Figure 1. M2 wires (run 1).
Scale bar: 20 um.
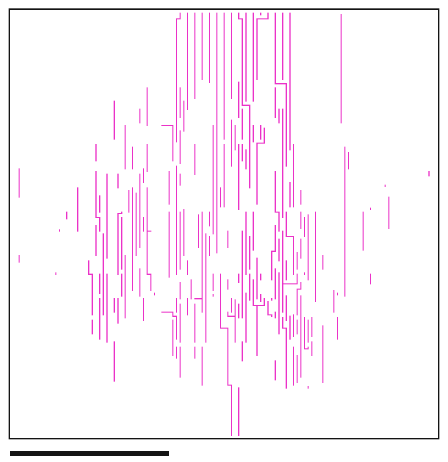
Figure 2. I/O nets highlighted (run 1).
Scale bar: 20 um.
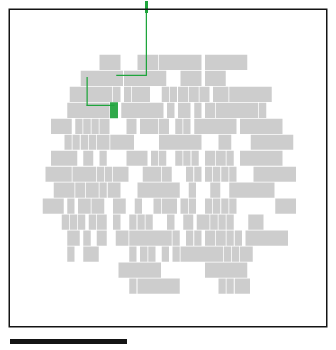
Figure 3. Signal metal coverage by tile (run 1).
The die is cut into 11 by 11 equal tiles; white is low, dark blue is high, scaled to the fullest tile. Values are wire area over tile area, all layers added.
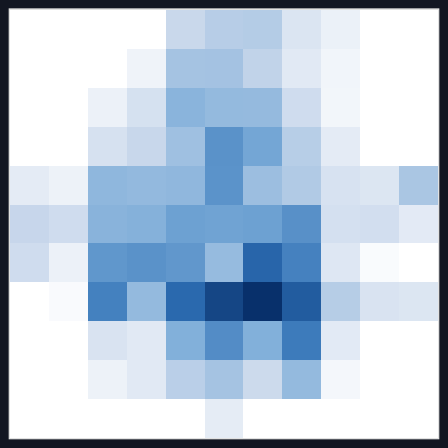
Figure 4. Signal wires by layer (run 1).
Only two layers are drawn.
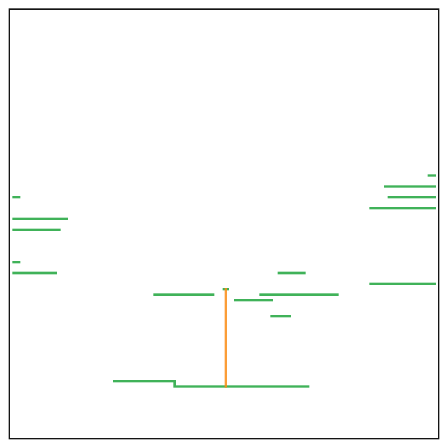
File: src/rtl/control_unit_risc.sv
// Multi-cycle fetch/decode/execute sequencer for the 8-bit RISC datapath.
// Outputs are Mealy-decoded from the current state and the IR fields.
module control_unit_risc #(
    parameter int DATAWIDTH   = 8,
    parameter int opcode_size = 4,
    parameter int sel1_size   = 3,
    parameter int sel2_size   = 2
) (
    input  logic                 clk,
    input  logic                 clr,
    input  logic [DATAWIDTH-1:0] instruction,
    input  logic                 zero_flag,
    output logic                 ld_r0,
    output logic                 ld_r1,
    output logic                 ld_r2,
    output logic                 ld_r3,
    output logic                 ld_pc,
    output logic                 inc_pc,
    output logic [sel1_size-1:0] sel_bus1_mux,
    output logic [sel2_size-1:0] sel_bus2_mux,
    output logic                 ld_ir,
    output logic                 ld_address_reg,
    output logic                 ld_reg_y,
    output logic                 ld_reg_z,
    output logic                 write,
    output logic                 halted
);
    localparam logic [3:0] S_IDLE = 4'd0;
    localparam logic [3:0] S_FET1 = 4'd1;
    localparam logic [3:0] S_FET2 = 4'd2;
    localparam logic [3:0] S_DEC  = 4'd3;
    localparam logic [3:0] S_EX1  = 4'd4;
    localparam logic [3:0] S_RD1  = 4'd5;
    localparam logic [3:0] S_RD2  = 4'd6;
    localparam logic [3:0] S_WR1  = 4'd7;
    localparam logic [3:0] S_WR2  = 4'd8;
    localparam logic [3:0] S_BR1  = 4'd9;
    localparam logic [3:0] S_BR2  = 4'd10;
    localparam logic [3:0] S_HALT = 4'd11;

    localparam logic [opcode_size-1:0] OP_NOP = 4'd0;
    localparam logic [opcode_size-1:0] OP_ADD = 4'd1;
    localparam logic [opcode_size-1:0] OP_SUB = 4'd2;
    localparam logic [opcode_size-1:0] OP_AND = 4'd3;
    localparam logic [opcode_size-1:0] OP_NOT = 4'd4;
    localparam logic [opcode_size-1:0] OP_RD  = 4'd5;
    localparam logic [opcode_size-1:0] OP_WR  = 4'd6;
    localparam logic [opcode_size-1:0] OP_BR  = 4'd7;
    localparam logic [opcode_size-1:0] OP_BRZ = 4'd8;

    localparam logic [sel1_size-1:0] SEL1_PC  = sel1_size'(4);
    localparam logic [sel2_size-1:0] SEL2_ALU = sel2_size'(0);
    localparam logic [sel2_size-1:0] SEL2_B1  = sel2_size'(1);
    localparam logic [sel2_size-1:0] SEL2_MEM = sel2_size'(2);

    logic [3:0] state_q, state_d;
    logic [opcode_size-1:0] opcode;
    logic [1:0] src, dest;
    logic ld_dest;

    assign opcode = instruction[DATAWIDTH-1:DATAWIDTH-opcode_size];
    assign src    = instruction[3:2];
    assign dest   = instruction[1:0];

    always_comb begin
        state_d        = state_q;
        ld_dest        = 1'b0;
        ld_pc          = 1'b0;
        inc_pc         = 1'b0;
        sel_bus1_mux   = '0;
        sel_bus2_mux   = '0;
        ld_ir          = 1'b0;
        ld_address_reg = 1'b0;
        ld_reg_y       = 1'b0;
        ld_reg_z       = 1'b0;
        write          = 1'b0;
        halted         = 1'b0;
        case (state_q)
            S_IDLE: state_d = S_FET1;
            S_FET1: begin
                sel_bus1_mux   = SEL1_PC;
                sel_bus2_mux   = SEL2_B1;
                ld_address_reg = 1'b1;
                state_d        = S_FET2;
            end
            S_FET2: begin
                sel_bus2_mux = SEL2_MEM;
                ld_ir        = 1'b1;
                inc_pc       = 1'b1;
                state_d      = S_DEC;
            end
            S_DEC: begin
                case (opcode)
                    OP_NOP: state_d = S_FET1;
                    OP_ADD, OP_SUB, OP_AND: begin
                        sel_bus1_mux = sel1_size'(src);
                        sel_bus2_mux = SEL2_B1;
                        ld_reg_y     = 1'b1;
                        state_d      = S_EX1;
                    end
                    OP_NOT: begin
                        sel_bus1_mux = sel1_size'(src);
                        sel_bus2_mux = SEL2_ALU;
                        ld_dest      = 1'b1;
                        ld_reg_z     = 1'b1;
                        state_d      = S_FET1;
                    end
                    OP_RD, OP_WR, OP_BR, OP_BRZ: begin
                        // Not-taken BRZ only steps the PC past the address byte.
                        if (opcode == OP_BRZ && !zero_flag) begin
                            inc_pc  = 1'b1;
                            state_d = S_FET1;
                        end else begin
                            sel_bus1_mux   = SEL1_PC;
                            sel_bus2_mux   = SEL2_B1;
                            ld_address_reg = 1'b1;
                            state_d        = (opcode == OP_RD) ? S_RD1 :
                                             (opcode == OP_WR) ? S_WR1 : S_BR1;
                        end
                    end
                    default: state_d = S_HALT;
                endcase
            end
            S_EX1: begin
                sel_bus1_mux = sel1_size'(dest);
                sel_bus2_mux = SEL2_ALU;
                ld_dest      = 1'b1;
                ld_reg_z     = 1'b1;
                state_d      = S_FET1;
            end
            S_RD1, S_WR1: begin
                sel_bus2_mux   = SEL2_MEM;
                ld_address_reg = 1'b1;
                inc_pc         = 1'b1;
                state_d        = (state_q == S_RD1) ? S_RD2 : S_WR2;
            end
            S_RD2: begin
                sel_bus2_mux = SEL2_MEM;
                ld_dest      = 1'b1;
                state_d      = S_FET1;
            end
            S_WR2: begin
                sel_bus1_mux = sel1_size'(src);
                write        = 1'b1;
                state_d      = S_FET1;
            end
            S_BR1: begin
                sel_bus2_mux   = SEL2_MEM;
                ld_address_reg = 1'b1;
                state_d        = S_BR2;
            end
            S_BR2: begin
                sel_bus2_mux = SEL2_MEM;
                ld_pc        = 1'b1;
                state_d      = S_FET1;
            end
            S_HALT: halted = 1'b1;
            default: state_d = S_IDLE;
        endcase

        // Reset masks every strobe in the same cycle it is asserted.
        if (clr) begin
            ld_dest        = 1'b0;
            ld_pc          = 1'b0;
            inc_pc         = 1'b0;
            sel_bus1_mux   = '0;
            sel_bus2_mux   = '0;
            ld_ir          = 1'b0;
            ld_address_reg = 1'b0;
            ld_reg_y       = 1'b0;
            ld_reg_z       = 1'b0;
            write          = 1'b0;
            halted         = 1'b0;
        end
    end

    assign ld_r0 = ld_dest && (dest == 2'd0);
    assign ld_r1 = ld_dest && (dest == 2'd1);
    assign ld_r2 = ld_dest && (dest == 2'd2);
    assign ld_r3 = ld_dest && (dest == 2'd3);

    always_ff @(posedge clk) begin
        if (clr) state_q <= S_IDLE;
        else     state_q <= state_d;
    end
endmodule

File: config.mk
export PLATFORM = sky130hd
export DESIGN_NAME = control_unit_risc
export DESIGN_NICKNAME = d
export VERILOG_FILES = /design/src/rtl/control_unit_risc.sv
export SDC_FILE = /design/constraint.sdc
export NUM_CORES = 1
export LEC_CHECK = 0
export ABC_AREA = 1
export CAP_MARGIN = 10
export CORE_MARGIN = 5
export CORE_UTILIZATION = 30
export DETAILED_ROUTE_END_ITERATION = 8
export GPL_ROUTABILITY_DRIVEN = 0
export PLACE_DENSITY = 0.64
export SKIP_LAST_GASP = 1
export SYNTH_ARGS = -nofsm -noshare
export SYNTH_HDL_FRONTEND = slang
export SYNTH_SLANG_ARGS = --single-unit
File: constraint.sdc
create_clock -name clk -period 1.9 [get_ports clk]
set_input_delay 0.19 -clock clk [delete_from_list [all_inputs] [get_ports clk]]
set_output_delay 0.19 -clock clk [all_outputs]
set_load 0.05 [all_outputs]
==> deck_impl_summary.md, run 1 <==
Physical Implementation Snapshot

GRT
  • Layer with the highest usage after global routing: met2
  • Global routing met3 resource utilization: 0.0471

Routing
  • Pre-Repair DR Iteration Count: 4
  • Aggregate routed wire length: ~1.9 mm

Die
  • Horiz. Die Dim: approximately 54 um
  • Chip Footprint: 0.00289 mm^2
  • Total core area: 0.00178 mm^2

STA
  • Max Clock Freq: 533 MHz
  • Worst Hold Slack: roughly 0.47 ns
  • Final hold violation count: 0
  • Unrepaired setup endpoints after global routing: true
  • Worst clock skew on the final layout: around 0.00023 ns
  • Worst slew margin: 0.767

Finish
  • Number of nets at the end of the flow: approximately 160
  • Share of post-route cells with drive strength above 1: 0.265
  • Most flop-heavy register: state_q
  • Most common library cell in the layout ignoring fill and taps: nand2_1
  • Final-layout fill cell count: approximately 160

Synthesis
  • Yosys warning count: 0
  • Yosys cell count: between 100 and 150
  • Nets at Floorplan: around 130

Power
  • Cell Pwr Density: ~350 mW/mm^2
  • Maximum vdd drop: between 0.2 and 0.3 mV

Placement
  • Worst Setup Slack post-DPL: 0.0202 ns
  • HPWL Detailed: about 1.6 mm
  • DP Cell Count: ~170

Worst setup path
  • CP arrival: 1.69 ns
  • Startpoint of the worst-slack reg-to-reg timing path: state_q[0]
  • Endpoint kind of the worst setup timing path: output pin
  • Timing startpoint of the critical path: instruction[7]
  • Slack of the worst reg-to-reg path: roughly 0.64 ns

Clocking
  • Hold-fix buffer count after cts: 0
  • TritonCTS clock tree: built

Status
  • Run status: complete, no violations
-- Figure 1 (at the start) --
131 nets have wire on it. The wires run mostly vertical. The layer carries 941 um of wire. The longest straight run is 30.1 um. The layer holds 49% of the routed length.

-- Figure 2 (at the start) --
write: shown in green, bits 1, direction output, end cells 1, buffers 1, wire 25.1 um.

-- Figure 3 (at the start) --
The mean over all tiles is 0.10. The densest ninth of the die: centre. 16% of the tiles are over half the peak. The fullest tile reaches 0.45. 32% of the tiles are nearly empty. The emptiest ninth of the die: upper left.

-- Figure 4 (at the start) --
met4: shown in orange, wire length 12.2 um. met3: shown in green, wire length 101 um.

==> run 1: logic make-up after synthesis <==
| logic type | after synthesis | share of synthesized area |
|---|---|---|
| AND-OR/OR-AND | 15 | 0.137 |
| buffers and inverters | 21 | 0.137 |
| flip-flops | 4 | 0.139 |
| AND/OR/NAND/NOR | 75 | 0.587 |
==> run 1: metal layers <==
layer,vias up,part of all wire
met5,-,0
met4,0,0.0063
met2,24,0.49
met3,2,0.053
li1,427,-
met1,352,0.45
==> run 1: worst max-delay path: stages <==
cell             delay (ns)
clkdlybuf4s50_1        0.45
inv_1                  0.12
nand2_1                0.10
nor2_2                 0.15
nand2_4                0.06
nand2_1                0.08
nand2_2                0.06
nor3_1                 0.29
buf_12                 0.19
==> run 1: cell type report <==
cell class | count | area, um^2 | area share
Timing Repair Buffer | 30 | 468 | 0.411
Multi-Input combinational cell | 90 | 460 | 0.405
Inverter | 20 | 75.1 | 0.0660
Sequential cell | 4 | 80.1 | 0.0704
Clock buffer | 3 | 22.5 | 0.0198
Tap cell | 25 | 31.3 | 0.0275
==> run 1: cell usage after synthesis (all sizes together) <==
cell type / instances / area [um^2]
a31oi: 3 / 18.8
clkbuf: 1 / 3.75
nor3: 4 / 20.0
nand3: 6 / 30.0
inv: 20 / 75.1
nor2: 22 / 101
dfxtp: 4 / 80.1
o21ai: 4 / 20.0
nand2: 40 / 168
a21oi: 8 / 40.0
nand4: 3 / 18.8
==> run 1: where the power goes <==
group	switching (mW)	internal [mW]	total, mW
Combinational	0.116	0.0843	0.200
Clock	0.0376	0.0708	0.108
Sequential	0.00541	0.0897	0.0951
==> run 1: what timing repair did <==
item / CTS / global route
setup buffers: 0 / 1
resized: 0 / 12
setup endpoints to repair: 0 / 9
--- run 2 (diff from run 1) ---
--- a/config.mk
+++ b/config.mk
@@ -6,7 +6,6 @@
 export NUM_CORES = 1
 export LEC_CHECK = 0
 export ABC_AREA = 1
-export CAP_MARGIN = 10
 export CORE_MARGIN = 5
 export CORE_UTILIZATION = 30
 export DETAILED_ROUTE_END_ITERATION = 8
Figure 5. Signal wires by layer (run 2).
Only two layers are drawn.
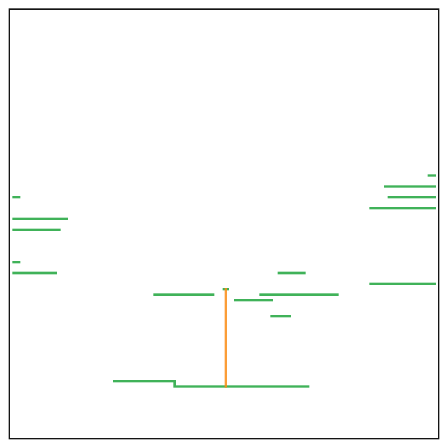
met3: shown in green, wire length 101 um. met4: shown in orange, wire length 12.2 um.

Figure 6. Cell outlines without signal wires (run 2).
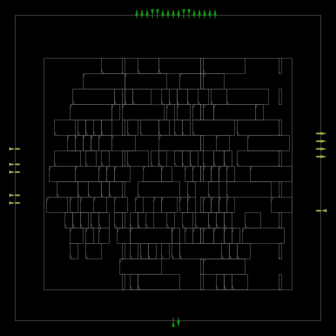
final-layout fill cell count: 162
fin util: 0.638
total core area: 0.00178 mm^2
Flop Count: 4
fraction of standard cell area that is sequential: 0.0704

==> run 2 against run 1 <==
  * Final area did not move
  * Utilization did not move
  * Via count did not move
  * Global-route usage did not move
  * Count of clock-buffer cells in the layout did not move
  * Sequential power barely moved
  * First-iteration DRC count did not move
  * Combinational power barely moved
  * Final cell count did not move
  * Critical path type unchanged
  * Critical endpoint unchanged
  * Largest cell class unchanged
  * Largest power group unchanged
  * Highest routed layer unchanged
==> deck_impl_summary.md, run 2 <==
Physical Implementation Snapshot

Status
  • Run status: complete, no violations

Die
  • Chip Footprint: just under 0.003 mm^2

Synthesis
  • Yosys cell count: ~120
  • Top-area cell type share of the netlist area: 0.228
  • Top cell type by instance count after synthesis: nand2_1
  • EDFF count, synth: 0
  • Main flop type after synthesis: dfxtp_1
  • Synth area leaders: nand2_1 23%, dfxtp_1 14%, nor2_1 13%
  • Yosys warning count: 0
  • Leading cell types by count after synthesis: 35 x nand2_1, 20 x nor2_1, 19 x inv_1

Power
  • Sequential Power: ~0.095 mW
  • Power spent charging and discharging nets: between 0.15 and 0.2 mW
  • Power group with the highest consumption: combinational logic
  • Clk power: 0.108 mW
  • Internal Dissipation: ~0.24 mW
  • Power in combinational cells: around 0.20 mW
  • Power share of the sequential group: 0.236
  • Cell Pwr Density: 355 mW/mm^2
  • Switching Fraction: 0.393

STA
  • Worst clock skew on the final layout: between 0.0002 and 0.00025 ns
  • Worst slew margin: 0.767
  • Max Clock Freq: 533 MHz
  • Unrepaired setup endpoints after global routing: true
  • Final hold violation count: 0
  • Worst Hold Slack: around 0.47 ns

Clocking
  • Hold-fix buffer count after cts: 0

GRT
  • Global routing met3 resource utilization: 0.0471
  • Layer with the highest usage after global routing: met2

Routing
  • Aggregate routed wire length: ~1.9 mm
  • Met3 WL post-DR: 100 um
  • Metal-1 WL: roughly 850 um
  • Highest routed layer: met4

Finish
  • Multi-input gate area: between 400 and 500 um^2
  • Share of post-route cells with drive strength above 1: 0.265
  • Number of nets at the end of the flow: roughly 160

Worst setup path
  • Endpoint kind of the worst setup timing path: output pin

Placement
  • HPWL Detailed: between 1.5 and 2 mm
Figure 7. M2 wires (run 2).
Scale bar: 20 um.
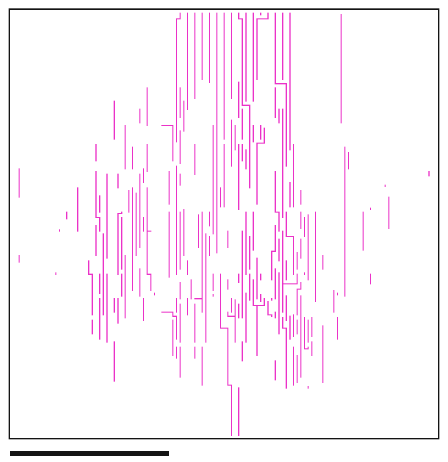
The layer holds 49% of the routed length. The layer carries 941 um of wire. The wires run mostly vertical. 131 nets have wire on it.

-- run 2: cell counts after synthesis --
No cell type changed its count.
-- run 2: worst paths after layout --
path,from,end,slack (ns),cells past startpoint
worst max-delay path,instruction[7],ld_r3,0.02,9
worst min-delay path,instruction[4],state_q[0],0.47,4
worst max register to register,state_q[0],state_q[1],0.64,8
worst min register to register,state_q[3],state_q[0],0.66,4
-- run 2: worst max-delay path, stage by stage --
cell             delay [ns]
clkdlybuf4s50_1        0.45
inv_1                  0.12
nand2_1                0.10
nor2_2                 0.15
nand2_4                0.06
nand2_1                0.08
nand2_2                0.06
nor3_1                 0.29
buf_12                 0.19
-- run 2: cell type report --
| type | count | area share |
|---|---|---|
| Clock buffer | 3 | 0.0198 |
| Multi-Input combinational cell | 90 | 0.405 |
| Timing Repair Buffer | 30 | 0.411 |
| Tap cell | 25 | 0.0275 |
| Inverter | 20 | 0.0660 |
| Sequential cell | 4 | 0.0704 |
-- run 2: cell families (layout without fill, tap and decap cells) --
family / Yosys count / after routing / share of synthesized area
compound gates: 15 / 15 / 0.137
buf+inv: 21 / 53 / 0.137
flops: 4 / 4 / 0.139
simple gates: 75 / 75 / 0.587
-- run 2: metrics by stage --
step / instances / worst slack [ns] / power, mW / area (um^2) / setup TNS [ns]
after floorplan: 115 / -0.182 / 0.198 / 576 / -0.728
after global placement: 168 / 0.0334 / 0.284 / 1060 / 0
after detailed placement: 168 / 0.0202 / 0.286 / 1060 / 0
after CTS: 171 / 0.0131 / 0.400 / 1080 / 0
after global routing: 172 / -0.0907 / 0.436 / 1140 / -0.303
final: 172 / 0.0237 / 0.404 / 1140 / 0
-- run 2: timing repair --
item | CTS | global route
endpoints found under the setup margin | 0 | 9
gates resized | 0 | 12
setup buffers | 0 | 1
Figure 8. Signal metal coverage by tile (run 2).
The die is cut into 11 by 11 equal tiles; white is low, dark blue is high, scaled to the fullest tile. Values are wire area over tile area, all layers added.
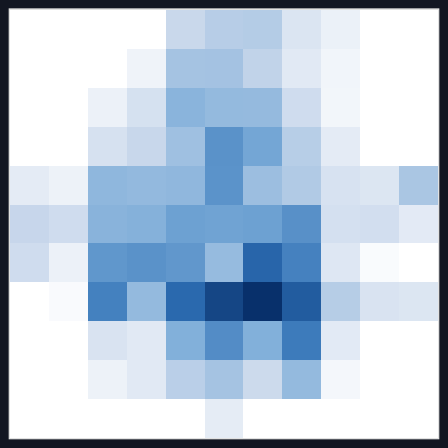

--- run 3 (diff from run 2) ---
--- a/config.mk
+++ b/config.mk
@@ -10,6 +10,7 @@
 export CORE_UTILIZATION = 30
 export DETAILED_ROUTE_END_ITERATION = 8
 export GPL_ROUTABILITY_DRIVEN = 0
+export MAX_ROUTING_LAYER = met4
 export PLACE_DENSITY = 0.64
 export SKIP_LAST_GASP = 1
 export SYNTH_ARGS = -nofsm -noshare
Figure 9. Signal metal coverage by tile (run 3).
The die is cut into 11 by 11 equal tiles; white is low, dark blue is high, scaled to the fullest tile. Values are wire area over tile area, all layers added.
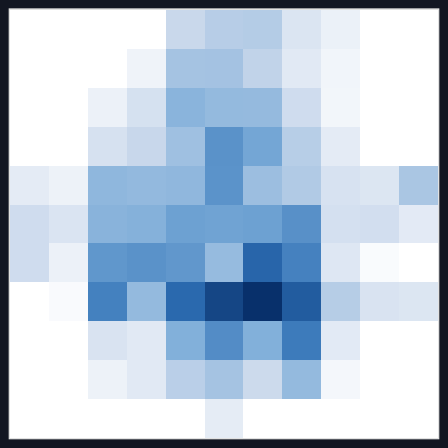
The mean over all tiles is 0.10. 32% of the tiles are nearly empty. The fullest tile reaches 0.45. The densest ninth of the die: centre. The emptiest ninth of the die: upper left.

Figure 10. Cell outlines without signal wires (run 3).
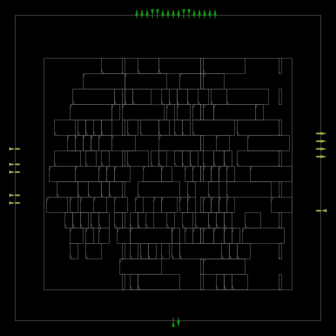
n_taps: 25
Layout Cells excl Fill: 172
# rows: 15

==> run 3 against run 2 <==
  * Critical path depth unchanged
  * Setup slack unchanged
  * Sequential power about the same
  * First-iteration DRC count unchanged
  * Non-clock buffer count unchanged
  * Clock skew unchanged
  * Clock power about the same
  * Area after synthesis unchanged
  * Sequential share of layout area unchanged
  * Die area unchanged
  * Critical endpoint unchanged
  * Largest cell class unchanged
  * Largest power group unchanged
==> deck_impl_summary.md, run 3 <==
Physical Implementation Snapshot

Worst setup path
  • Startpoint of the worst-slack reg-to-reg timing path: state_q[0]
  • CP arrival: 1.69 ns
  • Endpoint of the lowest-slack register-to-register path: state_q[1]
  • Endpoint kind of the worst setup timing path: output pin
  • Slack of the worst reg-to-reg path: about 0.64 ns
  • Count of cells along the worst register-to-register path: 8

Synthesis
  • EDFF count, synth: 0
  • Yosys warning count: 0
  • Nets at Floorplan: ~130
  • Main flop type after synthesis: dfxtp_1
  • Yosys cell count: around 120
  • Cell type with the largest total area: nand2_1
  • Synth area leaders: nand2_1 23%, dfxtp_1 14%, nor2_1 13%
  • Post-synth ARST share: 0
  • Leading cell types by count after synthesis: 35 x nand2_1, 20 x nor2_1, 19 x inv_1

Routing
  • Aggregate routed wire length: between 1.5 and 2 mm
  • Pre-Repair DR Iteration Count: 4

STA
  • Final hold violation count: 0
  • Worst clock skew on the final layout: 0.000225 ns
  • Worst slew margin: 0.767
  • Total negative slack for setup checks: 0 ns
  • Max Clock Freq: about 530 MHz

Die
  • Total core area: 0.00178 mm^2
  • Chip Footprint: slightly below 0.003 mm^2

Finish
  • Most flop-heavy register: state_q
  • Final-layout fill cell count: about 160
  • Number of nets at the end of the flow: between 150 and 200
  • Multi-input gate area: around 460 um^2

Power
  • Internal Dissipation: approximately 0.24 mW
  • Maximum vdd drop: about 0.28 mV
  • Clk power: roughly 0.11 mW
  • Switching Fraction: 0.393
  • Power spent charging and discharging nets: between 0.15 and 0.2 mW
  • Power share of the sequential group: 0.236

Hold path
  • Hold_sp: instruction[4]
  • Number of cells on the worst hold path: 4

Clocking
  • Hold-fix buffer count after cts: 0

Status
  • Run status: complete, no violations

Placement
  • HPWL Detailed: between 1.5 and 2 mm
Figure 11. M2 wires (run 3).
Scale bar: 20 um.
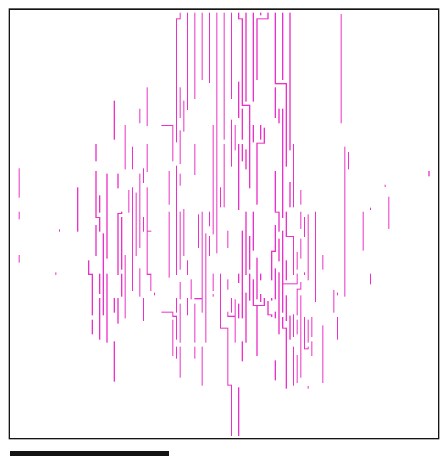
131 nets have wire on it. The wires run mostly vertical. The layer holds 49% of the routed length. The longest straight run is 30.1 um. The layer carries 941 um of wire.

run 3: per-stage QoR:
stage               hold WS (ns)   util  worst slack [ns]
floorplan                  0.259      -            -0.182
global placement           0.631  0.594            0.0334
detailed placement         0.651  0.594            0.0202
CTS                        0.659  0.606            0.0131
global route               0.512  0.638           -0.0907
finish                     0.471  0.638            0.0237
run 3: layout make-up:
| cell class | instances | share of cell area |
|---|---|---|
| Clock buffer | 3 | 0.0198 |
| Tap cell | 25 | 0.0275 |
| Timing Repair Buffer | 30 | 0.411 |
| Multi-Input combinational cell | 90 | 0.405 |
| Inverter | 20 | 0.0660 |
| Sequential cell | 4 | 0.0704 |
run 3: cells by family after synthesis:
group / count (synthesis) / synth area share
AND/OR/NAND/NOR: 75 / 0.587
buffers and inverters: 21 / 0.137
AND-OR/OR-AND: 15 / 0.137
flip-flops: 4 / 0.139
run 3: worst max path at each step:
stage	from	endpoint	slack (ns)	cells past startpoint
global placement	instruction[7]	ld_r3	0.03	9
CTS	instruction[7]	ld_r2	0.01	9
detailed placement	instruction[7]	ld_r2	0.02	9
global route	state_q[3]	ld_r2	-0.09	10
finish	instruction[7]	ld_r3	0.02	9
floorplan	state_q[1]	ld_r0	-0.18	6
run 3: worst max-delay path, cell delays in order:
cell,delay [ns]
clkdlybuf4s50_1,0.45
inv_1,0.12
nand2_1,0.10
nor2_2,0.15
nand2_4,0.06
nand2_1,0.08
nand2_2,0.06
nor3_1,0.29
buf_12,0.19
run 3: repair_timing:
item | CTS | global route
setup buffers | 0 | 1
endpoints found under the setup margin | 0 | 9
resized | 0 | 12
run 3: per-layer routing:
layer	GRT usage	vias to the layer above	part of all wire
li1	-	427	-
met1	0.195	352	0.45
met2	0.226	24	0.49
met3	0.0443	2	0.049
met4	0.0596	0	0.0063
met5	-	-	0
Power is estimated from default activity; no workload was simulated.
